==> config.mk <==
export PLATFORM = sky130hd
export DESIGN_NAME = mem_access_ctrl_flat
export DESIGN_NICKNAME = d
export VERILOG_FILES = /design/src/rtl/mem_access_ctrl_if.sv /design/src/rtl/mem_access_ctrl.sv /design/src/flat_wrapper.sv
export SDC_FILE = /design/constraint.sdc
export NUM_CORES = 1
export LEC_CHECK = 0
export CAP_MARGIN = 0
export CORE_ASPECT_RATIO = 1.5
export CORE_MARGIN = 1
export CORE_UTILIZATION = 38
export CTS_BUF_LIST = sky130_fd_sc_hd__clkbuf_8 sky130_fd_sc_hd__clkbuf_16
export DETAILED_ROUTE_END_ITERATION = 12
export HOLD_SLACK_MARGIN = 0.06
export PLACE_DENSITY = 0.77
export SLEW_MARGIN = 20
export SYNTH_ARGS = -nofsm -noshare
export SYNTH_HDL_FRONTEND = slang
export SYNTH_SLANG_ARGS = --single-unit
==> constraint.sdc <==
create_clock -name clk -period 1.7 [get_ports clk]
set_clock_uncertainty 0.05 [all_clocks]
set_input_delay 0.17 -clock clk [delete_from_list [all_inputs] [get_ports clk]]
set_output_delay 0.17 -clock clk [all_outputs]
set_load 0.005 [all_outputs]
Figure 1. Gate families picked out.
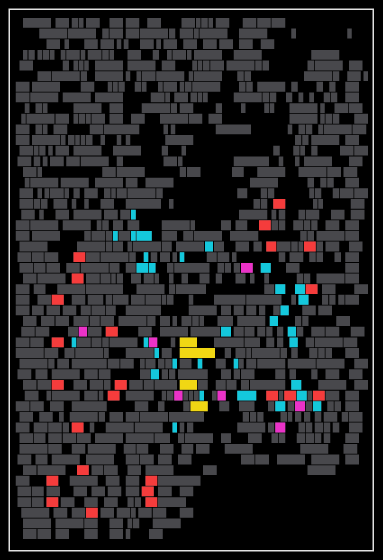
[yellow] fa/ha/maj cells | cells: 4
[red] non-inverting ao/oa cells | cells: 24
[cyan] nor cells | cells: 32
[magenta] and/or cells | cells: 7
Comb area share: 30.5%
non-filler cells, final: 941

Figure 2. Routing congestion map.
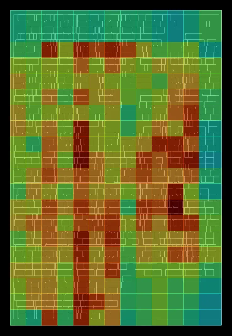
DR WL/cell: 17.3 microns
routing usage on met1: 25.8%
grt met3 use: 7.46%
gr busiest metal: met2
post-layout util: 63.2%

Figure 3. Register map, names as in the netlist.
Bar = 20 microns. Other sequential cells in the stronger grey, the rest of the logic in the fainter grey.
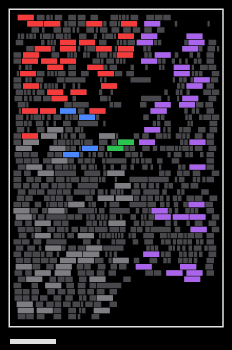
[red] `u_core.bus.dmem_addr` | placed flops: 30
[purple] `u_core.data` | placed flops: 32 | where: a column on the right
[green] `u_core.size_r` | placed flops: 2
[blue] `u_core.bus.dmem_be` | placed flops: 4
not coloured: 40
Seq. pwr: 0.00297 W
flop share of the area: 28.5%
register area: 0.00217 sq mm

Figure 4. Met2 routing.
Bar = 20 microns.
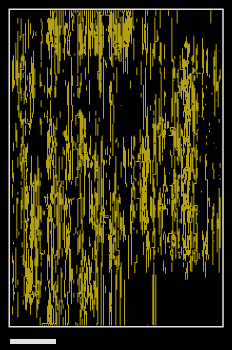
nets with wire on the layer: 782
wire length on this layer: 8340 microns
longest straight run: 50.1 microns
share of all routed wire: 51%
main direction: vertical
final wirelength: 16300 microns
Vias: 5053
M2 GR Usage: 44.4%

Figure 5. M3 wires.
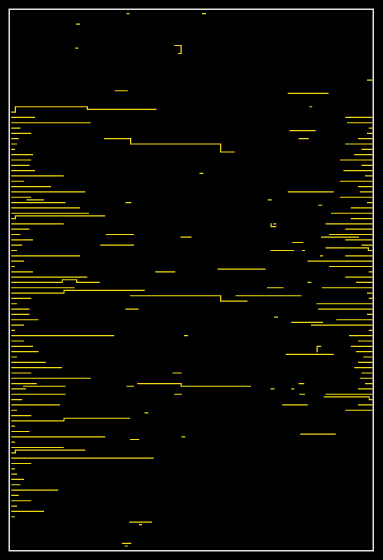
share of all routed wire: 8.1%
main direction: horizontal
longest straight run: 36.1 microns

==> results_dict.tcl <==
# flow metrics
set metrics [dict create \
    status "complete, no violations" \
    cts_tree "built" \
    syn_to_final_growth_pct 62.3 \
    edf_count 0 \
    holdBufCountCts 0 \
    p_clk_share_pct 29.7 \
    cp_max_fo 16 \
    grt_max_degree 44 \
    async_flop_share_pct 0 \
    place.gp.congestion 0.879 \
    logic_family "AND-OR/OR-AND gates" \
    grt_pass1_wl_microns 24500 \
    max-cap-violations 0 \
    power_w 0.00732 \
    powerComb_w 0.00218 \
    placed_cells 918 \
    cp_num_buf_inv 1 \
    yosysTopAreaCell "dfxtp_1" \
    slew_viol_final 0 \
    final_cell_mix "clkdlybuf4s50_1, nand2_1, dfxtp_1" \
    drtIter0Drc 206 \
    drc 0 \
    cts_sinks 108 \
    ant_nets 0 \
    highest_layer "met4" \
    clkLatencyLatePin_ns 0.35 \
    ys_seq_elements 108 \
    crit_family "multiplexers" \
    antenna_cells 0 \
    regToRegSetupSlack_ns 0.03 \
    largest_class "buffers" \
    ys_seq_share_pct 46.2 \
    end_kind "flip-flop" \
    p_clk_w 0.00217 \
    pwr-share-seq_pct 40.6 \
    cts_setup_buffers 2 \
    flop-count 108 \
    yosys_warnings 0 \
    final_layout_top_logic_cell "clkdlybuf4s50_1" \
    clkbuf_count 9 \
    place_hpwl_microns 12000 \
    synthAdderAreaFrac_pct 1.07 \
    fp.dieH_microns 138 \
    die_x_microns 92.6 \
    required_ns 1.89 \
    path_clk_slew_ns 0.08 \
    common_cells "dfxtp_1, nand2_1, a21oi_1" \
    stdcell_area_sq_mm 0.00760 \
    yosysUniqueCellTypes 44 \
    fillers 1065 \
    synth-simple-area-share_pct 15.5 \
    buf_share_pct 34.0 \
    antenna_found_initial 0 \
    route.met2.wl_microns 8340 \
    layout_min_cycle_time_ns 1.67 \
    final-clk-cell-share_pct 4.02 \
    grtUsageTotal_pct 24.6 \
    cts-buffers-inserted 9 \
    hold_class "in2reg" \
    pre_cts_ws_ns -0.295 \
    synth.area.mux_share_pct 6.09 \
    warnings 31 \
    worstHoldPathCells 3 \
    combGateArea_sq_mm 0.00231 \
    reg2regPathDepth 5 \
    topCellsByArea "dfxtp_1, a21oi_1, nand2_1" \
    clockRootBuffer "clkbuf_16" \
    arrival_ns 1.85 \
    syn_area_per_cell_sq_um 8.40 \
    ys_sh_xor_pct 0 \
    fp_util_pct 39.0 \
    inv_count 9 \
    power_switching_w 0.00214 \
    flop_cell "dfxtp_1" \
    dieArea_sq_mm 0.0128 \
    avgViaCountPerCell 5.37 \
    hold_ws_ns 0.312 \
    hold_viol 0 \
    core_sq_mm 0.0120 \
    p_per_area_mw_per_mm2 964 \
    drive_above_1_share_pct 12.1 \
    grt_pass1_vias 4970 \
    power_leader "registers" \
    syn_inst 557 \
    placed_area_sq_mm 0.00717 \
    met3WireLength_microns 1320 \
    overflow 0 \
    worst_setup_path_start_kind "flip-flop" \
    crit_chain "mux4_2, nor2b_4, o31ai_4, buf_12, a21oi_1" \
    swShare_pct 29.3 \
    aoi_share_pct 25.8 \
    first_pass_iters 4 \
    p_comb_share_pct 29.8 \
    path_class "reg2reg" \
    ys_area_sq_mm 0.00468 \
    synth_area_sq_mm 0.00468 \
    critical_path_depth 5 \
    finalCritPeriodShare_pct 98.0 \
    logic_gates 394 \
]
Power is estimated from default activity; no workload was simulated.
